Figure 1. Sequential cells colored by netlist name (run 1).
Bar = 50 microns.
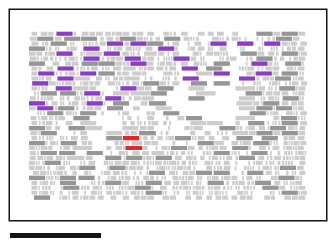
Figure 2. Gate-type map (run 1).
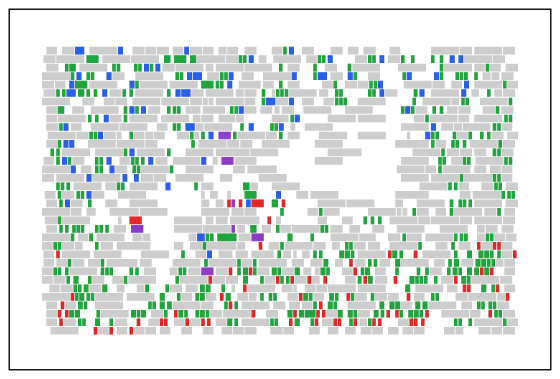
Figure 3. Routing congestion (run 1).
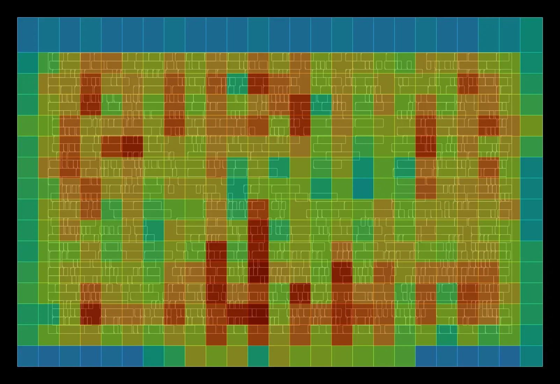
Design mem_arbiter, sky130hd; sources not shown.
==> results.json, run 1 <==
{
  "dp_slack_ns": -0.857,
  "syn-cell-area_sq_um": 5800,
  "final_area_sq_um": 10200,
  "largestClassByArea": "non-clock buffers",
  "path_depth": 3,
  "root_buffer": "clkbuf_16",
  "synth_stat.cells": 716,
  "cp_max_fo": 2,
  "compound_area_share_pct": 5.91,
  "nets": 1180,
  "ys.flops": 134,
  "synthArstFlopShare_pct": 100,
  "ys_area_sq_um": 5800,
  "grt.busiest_layer": "met2",
  "hold_ws_ns": -0.0429,
  "path_cells": "nor2_4 -> buf_8 -> buf_6",
  "die_h_microns": 115,
  "cts_setup_buffers": 26,
  "cts.clk_slew.worst_paths_ns": 0.06,
  "routed-via-count": 6000,
  "grt_use_met2_pct": 35.2,
  "status": "complete, but fails checks",
  "hold_viol": 9,
  "peakVddDrop_mv": 0.841,
  "grt_pass1_vias": 6100,
  "gr-usage-all-layers_pct": 21.9,
  "overflow": 0,
  "cts.sinks": 134,
  "ys_warn_count": 0,
  "chip_area_sq_um": 19900,
  "top_cell_area_share_pct": 57.8,
  "violations": "negative hold slack",
  "fa_ha_area_share_pct": 0,
  "drc": 0,
  "first_iter_violations": 407,
  "grt_antenna_before_repair": 0,
  "startpoint_type": "flop",
  "vias_per_cell": 4.78,
  "buf_share_pct": 35.3,
  "rr_worst_depth": 10,
  "routed_wl_microns": 22100,
  "placed_area_sq_um": 8800,
  "clk_share_pct": 6.42,
  "initCoreUtil_pct": 41.0,
  "critPathKind": "reg -> out",
  "nFillCells": 1081,
  "core_sq_um": 14100,
  "grt_start_max_net_pins": 71
}
Notes on Figure 1 above:
r_state -> red  # placed flops 2
ls_rdata -> purple  # placed flops 32
Seq/total area: 32.8%
storage element area: 3360 sq um
sequential power: 5480 uW
final core utilization: 72.4%

Notes on Figure 2 above:
inverting AOI/OAI gates -> blue  # cells 68, most used o21ai_0
NAND gates -> green  # cells 394, most used nand2_1, where all over the die
NOR gates -> purple  # cells 7, most used nor2_4
inverters -> red  # cells 72, most used inv_1, where a band across the bottom
fin cells: 1,256
fraction of area in multi-input gates: 20.2%
most numerous logic cell after layout: nand2_1

Notes on Figure 3 above:
GR Util met3: 9.20%
mean routed wirelength per cell: 17.6 microns

## Run 2: what changed since run 1
--- a/config.mk
+++ b/config.mk
@@ -13,6 +13,7 @@
 export DIE_AREA = 0 0 173 115
 export GPL_TIMING_DRIVEN = 0
 export PLACE_DENSITY = 0.8
+export REMOVE_ABC_BUFFERS = 1
 export SETUP_SLACK_MARGIN = 0.5
 export SYNTH_ARGS = -nofsm -noshare
 export SYNTH_HDL_FRONTEND = slang
==> results.json, run 2 <==
{
  "synthFlopType": "dfrtp_1",
  "nets": 1169,
  "num_io_pins": 269,
  "top_cell_area_share_pct": 57.8,
  "largestClassByArea": "non-clock buffers",
  "compound_area_share_pct": 5.91,
  "fa_ha_area_share_pct": 0,
  "ys.flops": 134,
  "root_buffer": "clkbuf_16",
  "violations": "negative hold slack",
  "status": "complete, but fails checks",
  "ys_warn_count": 0,
  "placed_area_sq_um": 8560,
  "buf_share_pct": 34.2,
  "seq_power_uw": 5520,
  "drc": 0,
  "seq_area_share_pct": 31.4,
  "core_sq_um": 14100,
  "vias_per_cell": 4.90,
  "final_area_sq_um": 10700,
  "cts.sinks": 134,
  "total_power_uw": 18900,
  "slew_headroom_pct": 57.7,
  "chip_area_sq_um": 19900,
  "syn-cell-area_sq_um": 5800,
  "seq_area_sq_um": 3360,
  "nFillCells": 1056,
  "hold_viol": 20,
  "grt_pass1_vias": 5853,
  "mostFrequentLayoutCell": "nand2_1",
  "ys_area_sq_um": 5800,
  "overflow": 0,
  "cts_setup_buffers": 22,
  "dp_slack_ns": -1.94,
  "synth_stat.cells": 716,
  "hold_ws_ns": -0.0294,
  "die_h_microns": 115,
  "path_cells": "nor2_4 -> buf_6",
  "first_iter_violations": 521,
  "cp_max_fo": 3,
  "grt_antenna_before_repair": 0,
  "routed_wl_microns": 24500,
  "critPathKind": "reg -> out",
  "cts.clk_slew.worst_paths_ns": 0.07,
  "grt_start_max_net_pins": 70,
  "path_depth": 2
}
Figure 4. Gate-type map (run 2).
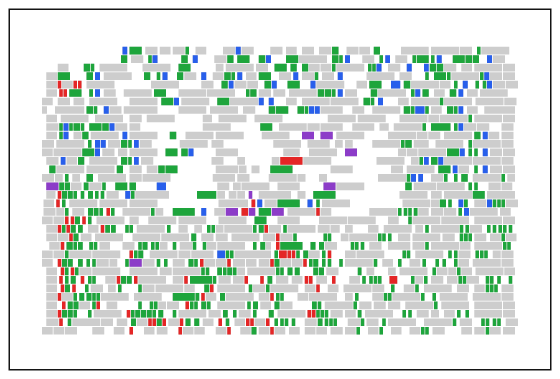
fin cells: 1,245
fraction of area in multi-input gates: 23.5%

Figure 5. Routing congestion (run 2).
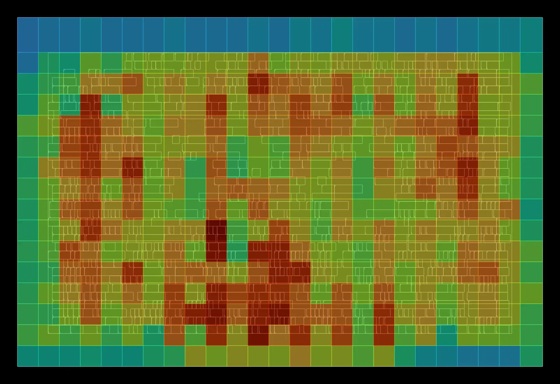
GR Util met3: 8.64%
mean routed wirelength per cell: 19.7 microns
Total Routing Usage GR: 22.1%
met2 usage: 35.1%
grt peak-use layer: met2

Power figures rest on the tool's default switching activity, not on a simulated workload.
